$ cat src/rtl/mux_tree_pkg.sv
// rtl/mux_tree_pkg.sv - shared sizing helpers for the pipelined mux tree
package mux_tree_pkg;

    localparam int MAX_LEVELS = 4;

    function automatic int num_in(input int levels);
        return 1 << (2 * levels);
    endfunction

    function automatic int sel_w(input int levels);
        return 2 * levels;
    endfunction

    // Offset (in nodes) of tree level `level` in the flattened node vector; level 0 is in_data.
    function automatic int node_base(input int levels, input int level);
        int b;
        b = 0;
        for (int j = 0; j < level; j++) begin
            b += 1 << (2 * (levels - j));
        end
        return b;
    endfunction

endpackage

$ cat src/rtl/mux_tree_pipe_if.sv
// rtl/mux_tree_pipe_if.sv - sample-in / sample-out bundle of the pipelined mux tree
interface mux_tree_pipe_if #(
    parameter int DATA_W = 8,
    parameter int LEVELS = 2
);
    import mux_tree_pkg::*;

    localparam int NUM_IN = num_in(LEVELS);
    localparam int SEL_W  = sel_w(LEVELS);

    logic [NUM_IN*DATA_W-1:0] in_data;
    logic                     in_valid;
    logic [SEL_W-1:0]         sel;
    logic                     scan_en;
    logic [DATA_W-1:0]        out_data;
    logic                     out_valid;
    logic [SEL_W-1:0]         out_sel;

    modport master (
        output in_data, in_valid, sel, scan_en,
        input  out_data, out_valid, out_sel
    );

    modport slave (
        input  in_data, in_valid, sel, scan_en,
        output out_data, out_valid, out_sel
    );

endinterface

$ cat src/rtl/mux4_stage.sv
// rtl/mux4_stage.sv - one registered 4:1 node of the mux tree
module mux4_stage #(
    parameter int DATA_W = 8
) (
    input  logic                  clk,
    input  logic                  rst_n,
    input  logic                  load,
    input  logic [1:0]            sel,
    input  logic [4*DATA_W-1:0]   din,
    output logic [DATA_W-1:0]     dout
);

    always_ff @(posedge clk or negedge rst_n) begin
        if (!rst_n) begin
            dout <= '0;
        end else if (load) begin
            dout <= din[sel*DATA_W +: DATA_W];
        end
    end

endmodule

$ cat src/rtl/mux_tree_pipe.sv
// rtl/mux_tree_pipe.sv - pipelined NUM_IN:1 mux tree with valid pipeline and auto-scan
module mux_tree_pipe
    import mux_tree_pkg::*;
#(
    parameter int DATA_W = 8,
    parameter int LEVELS = 2
) (
    input  logic             clk,
    input  logic             rst_n,
    mux_tree_pipe_if.slave   bus
);

    localparam int NUM_IN   = num_in(LEVELS);
    localparam int SEL_W    = sel_w(LEVELS);
    localparam int OUT_NODE = node_base(LEVELS, LEVELS);

    // Every tree node (inputs included) lives in one flat vector, level by level.
    logic [(OUT_NODE+1)*DATA_W-1:0] tree;
    logic [SEL_W-1:0]               scan_idx;
    logic [SEL_W-1:0]               eff_sel;
    logic [SEL_W-1:0]               sel_q [1:LEVELS];
    logic [LEVELS:1]                v_q;

    assign eff_sel                  = bus.scan_en ? scan_idx : bus.sel;
    assign tree[NUM_IN*DATA_W-1:0]  = bus.in_data;

    // NUM_IN is a power of two, so the natural SEL_W-bit wrap gives NUM_IN-1 -> 0.
    always_ff @(posedge clk or negedge rst_n) begin
        if (!rst_n) begin
            scan_idx <= '0;
        end else if (!bus.scan_en) begin
            scan_idx <= '0;
        end else if (bus.in_valid) begin
            scan_idx <= scan_idx + 1'b1;
        end
    end

    always_ff @(posedge clk or negedge rst_n) begin
        if (!rst_n) begin
            v_q <= '0;
            for (int k = 1; k <= LEVELS; k++) begin
                sel_q[k] <= '0;
            end
        end else begin
            v_q[1] <= bus.in_valid;
            if (bus.in_valid) begin
                sel_q[1] <= eff_sel;
            end
            for (int k = 2; k <= LEVELS; k++) begin
                v_q[k] <= v_q[k-1];
                if (v_q[k-1]) begin
                    sel_q[k] <= sel_q[k-1];
                end
            end
        end
    end

    for (genvar k = 1; k <= LEVELS; k++) begin : g_lvl
        localparam int NODES   = 1 << (2 * (LEVELS - k));
        localparam int IN_BASE = node_base(LEVELS, k - 1);
        localparam int OUT_BASE = node_base(LEVELS, k);

        logic [1:0] lsel;
        logic       lload;

        // Level k steers with its own select digit, travelling alongside the data.
        if (k == 1) begin : g_first
            assign lsel  = eff_sel[1:0];
            assign lload = bus.in_valid;
        end else begin : g_rest
            assign lsel  = sel_q[k-1][2*k-1:2*k-2];
            assign lload = v_q[k-1];
        end

        for (genvar n = 0; n < NODES; n++) begin : g_node
            mux4_stage #(
                .DATA_W (DATA_W)
            ) u_stage (
                .clk   (clk),
                .rst_n (rst_n),
                .load  (lload),
                .sel   (lsel),
                .din   (tree[(IN_BASE + 4*n)*DATA_W +: 4*DATA_W]),
                .dout  (tree[(OUT_BASE + n)*DATA_W +: DATA_W])
            );
        end
    end

    assign bus.out_data  = tree[OUT_NODE*DATA_W +: DATA_W];
    assign bus.out_sel   = sel_q[LEVELS];
    assign bus.out_valid = v_q[LEVELS];

endmodule

$ cat src/flat_wrapper.sv
// flat-port wrapper written by rule: the top's interface ports become plain ports
module mux_tree_pipe_flat import mux_tree_pkg::*;
#(
    parameter int DATA_W = 8,
    parameter int LEVELS = 2
)
  (clk, rst_n, bus_in_data, bus_in_valid, bus_sel, bus_scan_en, bus_out_data, bus_out_valid, bus_out_sel);
  mux_tree_pipe_if #(.DATA_W(DATA_W), .LEVELS(LEVELS)) bus_i ();
  input  logic clk;
  input  logic rst_n;
  input wire logic [$bits(bus_i.in_data)-1:0] bus_in_data;
  input wire logic [$bits(bus_i.in_valid)-1:0] bus_in_valid;
  input wire logic [$bits(bus_i.sel)-1:0] bus_sel;
  input wire logic [$bits(bus_i.scan_en)-1:0] bus_scan_en;
  output wire logic [$bits(bus_i.out_data)-1:0] bus_out_data;
  output wire logic [$bits(bus_i.out_valid)-1:0] bus_out_valid;
  output wire logic [$bits(bus_i.out_sel)-1:0] bus_out_sel;
  assign bus_i.in_data = bus_in_data;
  assign bus_i.in_valid = bus_in_valid;
  assign bus_i.sel = bus_sel;
  assign bus_i.scan_en = bus_scan_en;
  assign bus_out_data = bus_i.out_data;
  assign bus_out_valid = bus_i.out_valid;
  assign bus_out_sel = bus_i.out_sel;
  mux_tree_pipe #(.DATA_W(DATA_W), .LEVELS(LEVELS)) u_core (.clk(clk), .rst_n(rst_n), .bus(bus_i));
endmodule
$ cat config.mk
export PLATFORM = sky130hd
export DESIGN_NAME = mux_tree_pipe_flat
export DESIGN_NICKNAME = d
export VERILOG_FILES = /design/src/rtl/mux_tree_pkg.sv /design/src/rtl/mux_tree_pipe_if.sv /design/src/rtl/mux4_stage.sv /design/src/rtl/mux_tree_pipe.sv /design/src/flat_wrapper.sv
export SDC_FILE = /design/constraint.sdc
export NUM_CORES = 1
export LEC_CHECK = 0
export CORE_MARGIN = 2
export CORE_UTILIZATION = 40
export CTS_BUF_LIST = sky130_fd_sc_hd__clkbuf_4 sky130_fd_sc_hd__clkbuf_8
export CTS_CLUSTER_DIAMETER = 120
export DETAILED_ROUTE_END_ITERATION = 8
export GPL_ROUTABILITY_DRIVEN = 0
export PLACE_DENSITY = 0.79
export SETUP_SLACK_MARGIN = 0.2
export SLEW_MARGIN = 40
export SYNTH_ARGS = -nofsm -noshare
export SYNTH_HDL_FRONTEND = slang
export SYNTH_SLANG_ARGS = --single-unit
$ cat constraint.sdc
create_clock -name clk -period 1.85 [get_ports clk]
set_clock_uncertainty 0.1 [all_clocks]
set_input_delay 0.185 -clock clk [delete_from_list [all_inputs] [get_ports clk]]
set_output_delay 0.185 -clock clk [all_outputs]
set_load 0.01 [all_outputs]
**Run 1: gate-type map**

Scale bar: 20 µm.
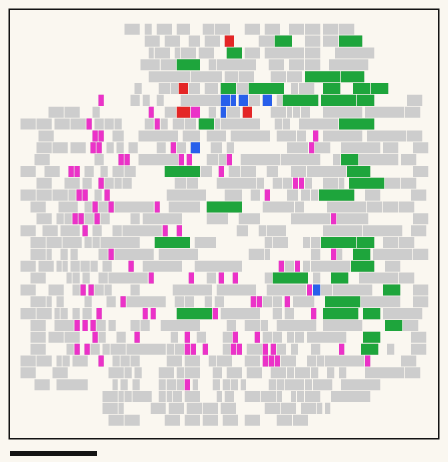
nand cells: in blue, cells 7, where top center. nor cells: in magenta, cells 82, most used nor2_1. and/or cells: in red, cells 4, most used and2_1, where top center. mux cells: in green, cells 37.

**Run 1: a small window of the routed layout**

Scale bar: 10 µm. Region (37, 17) to (62, 42) µm. Cells in gray, sequential cells in the stronger gray; small squares are vias.
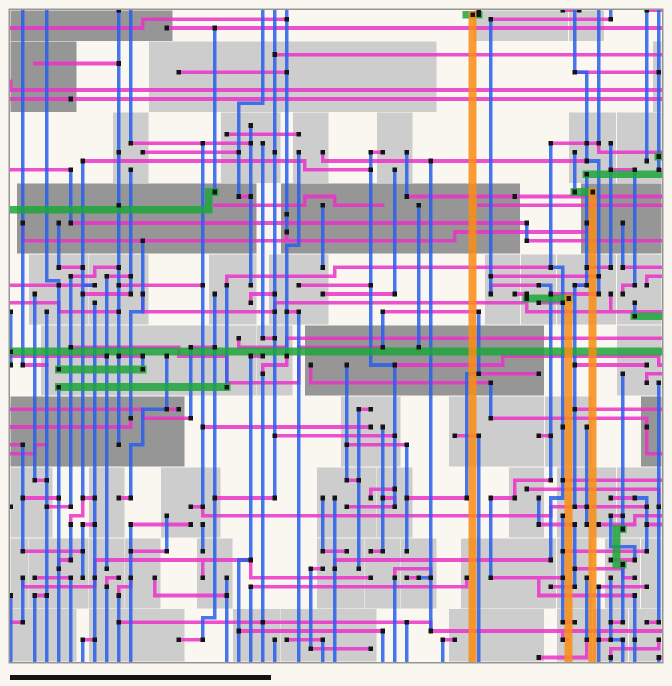
metal 4: in orange. metal 2: in blue. metal 1: in magenta. metal 3: in green.
Netlist names of flops here include `u_core.g_lvl.g_node.u_stage.dout` (4). Most frequent: nor2_1 (19), o22ai_1 (8), clkdlybuf4s50_1 (6). 50 logic cells have their middle in the window. Sequential cells in the window: 4.

**Run 1: routed metal per tile**

20 x 20 tiles, from black (low) to pale yellow (high), scaled to the fullest tile. Values are wire area over tile area, all layers added.
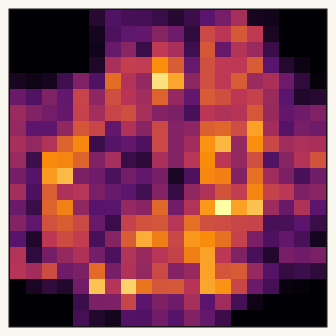
The emptiest ninth of the die: upper left. 13% of the tiles are nearly empty. 26% of the tiles are over half the peak. The mean over all tiles is 0.20. The fullest tile reaches 0.56.
WL/cell: 17.81 µm
drt total wl: 11.81 mm

==> results.sh, run 1 <==
# physical design summary
export IMPL_run_status="finished, final reports clean"
export IMPL_grt_pass1_wl_mm=18.97
export IMPL_use_met3_pct=3.078
export IMPL_ys_top_logic_family="AND-OR/OR-AND gates"
export IMPL_pwr_share_clk_pct=22.4
export IMPL_period_used_pct=90.48
export IMPL_yosysWarningCount=0
export IMPL_cp_endpoint="u_core.g_lvl[1].g_node[2].u_stage.dout[4]"
export IMPL_crit_slowest_cell="mux4_2"
export IMPL_ant_nets=0
export IMPL_timing_critical_path_mode_cell="mux2_4"
export IMPL_chipWidth_um=98.27
export IMPL_switching_power_w=0.001085
export IMPL_rr_worst_depth=3
export IMPL_cts_sinks=54
export IMPL_route_met3_wl_um=698
export IMPL_drive_gt1_share_pct=15.14
export IMPL_nonClkBufAreaFrac_pct=31.46
export IMPL_async_reset_ff_share_pct=100.0
export IMPL_drv_slew=0
export IMPL_max_freq_mhz=597.4
export IMPL_antenna_found_initial=0
export IMPL_min_to="u_core.g_lvl[1].g_node[3].u_stage.dout[2]"
==> run 1: power groups by stage <==
stage          combinational [W]  sequential, W  clock, W
2_1_floorplan           0.000645        0.00149         0
3_3_place_gp             0.00123        0.00152         0
6_report                 0.00132        0.00151  0.000816
4_1_cts                  0.00128        0.00150  0.000829
5_1_grt                  0.00143        0.00153  0.000871
3_5_place_dp             0.00127        0.00153         0
==> run 1: through the flow <==
stage	TNS (ns)	setup slack (ns)	power, W	std cells	instance area [µm²]
final	0	0.1762	0.003644	663	5405
after global routing	0	0.1204	0.003828	663	5405
after CTS	0	0.1679	0.003613	663	5295
after detailed placement	-4.607	-0.2127	0.002797	652	5152
after global placement	-3.244	-0.1629	0.002747	652	5152
after floorplan	0	0.009155	0.002137	418	3555
==> run 2: changes to the inputs <==
--- a/config.mk
+++ b/config.mk
@@ -13,6 +13,7 @@
 export GPL_ROUTABILITY_DRIVEN = 0
 export PLACE_DENSITY = 0.79
 export SETUP_SLACK_MARGIN = 0.2
+export SKIP_LAST_GASP = 1
 export SLEW_MARGIN = 40
 export SYNTH_ARGS = -nofsm -noshare
 export SYNTH_HDL_FRONTEND = slang
**Run 2: clock wires, drivers and flops**

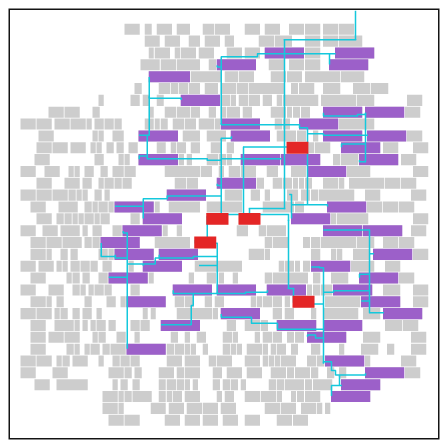
clock drivers: in red, count 5. flip-flops: in purple, count 54. clock wires: in cyan, length 658 µm.
There are 6 routed clock nets.

==> results.sh, run 2 <==
# physical design summary
export IMPL_yosysWarningCount=0
export IMPL_final_cells=663
export IMPL_rr_worst_depth=3
export IMPL_cp_endpoint="u_core.g_lvl[1].g_node[2].u_stage.dout[4]"
export IMPL_use_met3_pct=3.078
export IMPL_max_freq_mhz=597.4
export IMPL_placed_area_mm2=0.005152
export IMPL_ys_top_logic_family="AND-OR/OR-AND gates"
export IMPL_chipWidth_um=98.27
export IMPL_dp_cells=652
export IMPL_power_w=0.003644
export IMPL_timing_critical_path_mode_cell="mux2_4"
export IMPL_grt_pass1_wl_mm=18.97
export IMPL_dp_slack_ns=-0.2127
export IMPL_fin_tns_setup_ns=0
export IMPL_fin_area_mm2=0.005405
export IMPL_min_to="u_core.g_lvl[1].g_node[3].u_stage.dout[2]"
export IMPL_run_status="finished, final reports clean"
export IMPL_ant_nets=0
export IMPL_crit_slowest_cell="mux4_2"
export IMPL_drv_slew=0
**Run 2: gate-type map**

Scale bar: 20 µm.
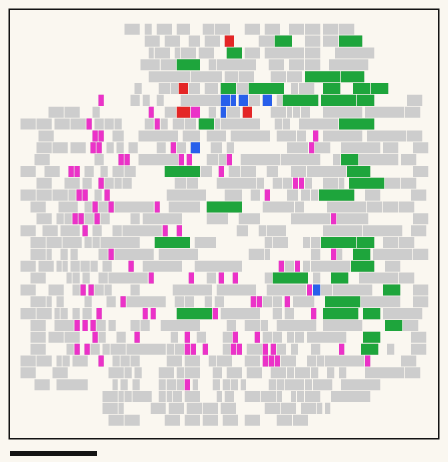
and/or cells: in red, cells 4, most used and2_1, where top center. mux cells: in green, cells 37. nor cells: in magenta, cells 82, most used nor2_1. nand cells: in blue, cells 7, where top center.

-- run 2: cell counts after synthesis --
Identical to the previous run, type by type.
-- run 2: cell type report --
type / instances / share of cell area (%)
Multi-Input combinational cell: 294 / 37.11
Timing Repair Buffer: 173 / 31.46
Inverter: 26 / 1.806
Sequential cell: 54 / 25.02
Clock buffer: 6 / 1.412
Tap cell: 108 / 2.500
Clock inverter: 2 / 0.6944
-- run 2: where the power goes --
group          switching, W  internal (W)
Sequential         0.000136       0.00137
Clock              0.000397      0.000419
Combinational      0.000553      0.000769
Total               0.00108       0.00256
-- run 2: timing repair --
item | in CTS | in global routing
hold buffers | 1 | 0
endpoints found under the setup margin | 26 | 28
pin swaps | 0 | 1
cloned | 0 | 0
buffers inserted | 2 | 0
resized | 3 | 20
endpoints found under the hold margin | 20 | 0
==> run 3: changes to the inputs <==
--- a/config.mk
+++ b/config.mk
@@ -14,7 +14,6 @@
 export PLACE_DENSITY = 0.79
 export SETUP_SLACK_MARGIN = 0.2
 export SKIP_LAST_GASP = 1
-export SLEW_MARGIN = 40
 export SYNTH_ARGS = -nofsm -noshare
 export SYNTH_HDL_FRONTEND = slang
 export SYNTH_SLANG_ARGS = --single-unit
**Run 3: routed metal per tile**

20 x 20 tiles, from black (low) to pale yellow (high), scaled to the fullest tile. Values are wire area over tile area, all layers added.
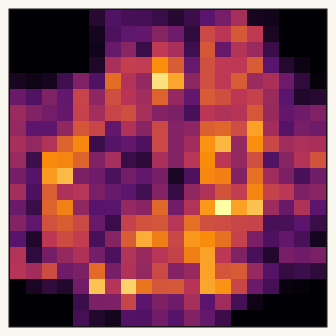
The emptiest ninth of the die: upper left. 13% of the tiles are nearly empty. 26% of the tiles are over half the peak. The mean over all tiles is 0.20. The fullest tile reaches 0.56.
Vias: 3765
Total GRT Usage: 24.53%

==> results.sh, run 3 <==
# physical design summary
export IMPL_ctsHoldBuffers=1
export IMPL_route_met3_wl_um=698
export IMPL_final_cells=663
export IMPL_n_tap_cell=108
export IMPL_comb_area_share_pct=37.11
export IMPL_yosysWarningCount=0
export IMPL_period_used_pct=90.48
export IMPL_setup_slack_ns=0.1762
export IMPL_nClkBuffers=6
export IMPL_routedWlPerCell_um=17.81
export IMPL_dp_cells=652
export IMPL_dp_slack_ns=-0.2127
export IMPL_crit_slowest_cell="mux4_2"
export IMPL_ant_nets=0
export IMPL_seq_share_pct=25.02
export IMPL_nonClkBufAreaFrac_pct=31.46
export IMPL_chipWidth_um=98.27
export IMPL_drv_slew=0
export IMPL_async_reset_ff_share_pct=100.0
export IMPL_run_status="finished, final reports clean"
export IMPL_grt_pass1_wl_mm=18.97
export IMPL_cts_resized=3
export IMPL_antenna_found_initial=0
**Run 3: a small window of the routed layout**

Scale bar: 10 µm. Region (37, 17) to (62, 42) µm. Cells in gray, sequential cells in the stronger gray; small squares are vias.
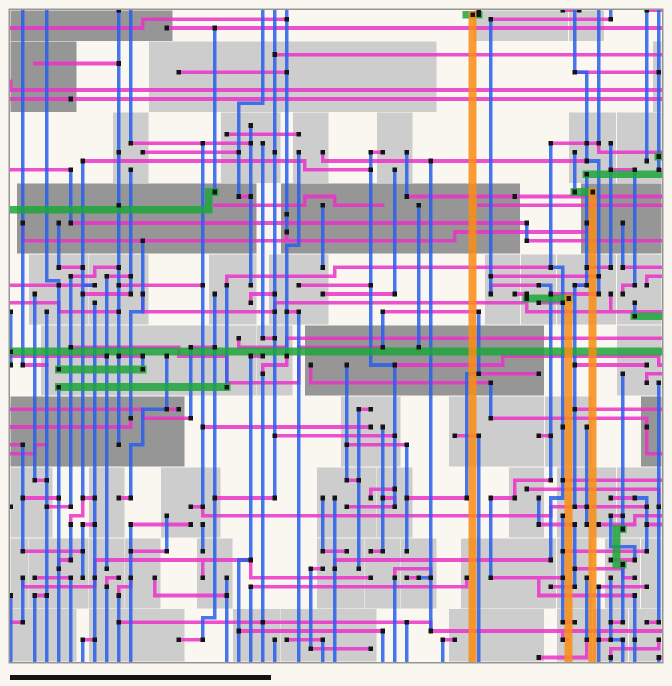
metal 2: in blue. metal 1: in magenta. metal 4: in orange. metal 3: in green.
50 logic cells have their middle in the window. Netlist names of flops here include `u_core.g_lvl.g_node.u_stage.dout` (4). Most frequent: nor2_1 (19), o22ai_1 (8), clkdlybuf4s50_1 (6). Sequential cells in the window: 4.

==> run 3: cell counts in the layout (fill, tap and decap cells not counted) <==
Identical to the previous run, type by type.
==> run 3: stage by stage <==
step	TNS, ns	util [%]	area, µm²
after detailed placement	-4.607	59.37	5152
after CTS	0	61.02	5295
after floorplan	0	-	3555
final	0	62.28	5405
after global routing	0	62.28	5405
after global placement	-3.244	59.37	5152
==> run 3: report_power, final <==
group | internal [W] | leakage (nW) | switching [W] | total, W
logic | 0.000769 | 1.56 | 0.000553 | 0.00132
clock network | 0.000419 | 0.0548 | 0.000397 | 0.000816
registers | 0.00137 | 0.627 | 0.000136 | 0.00151
total | 0.00256 | 2.24 | 0.00108 | 0.00364
==> run 3: critical path: cells and delay by family, from the launching register on <==
family  cells  cell delay, ns
flops       1            0.41
mux         3            1.06
Power and IR drop assume default switching activity.
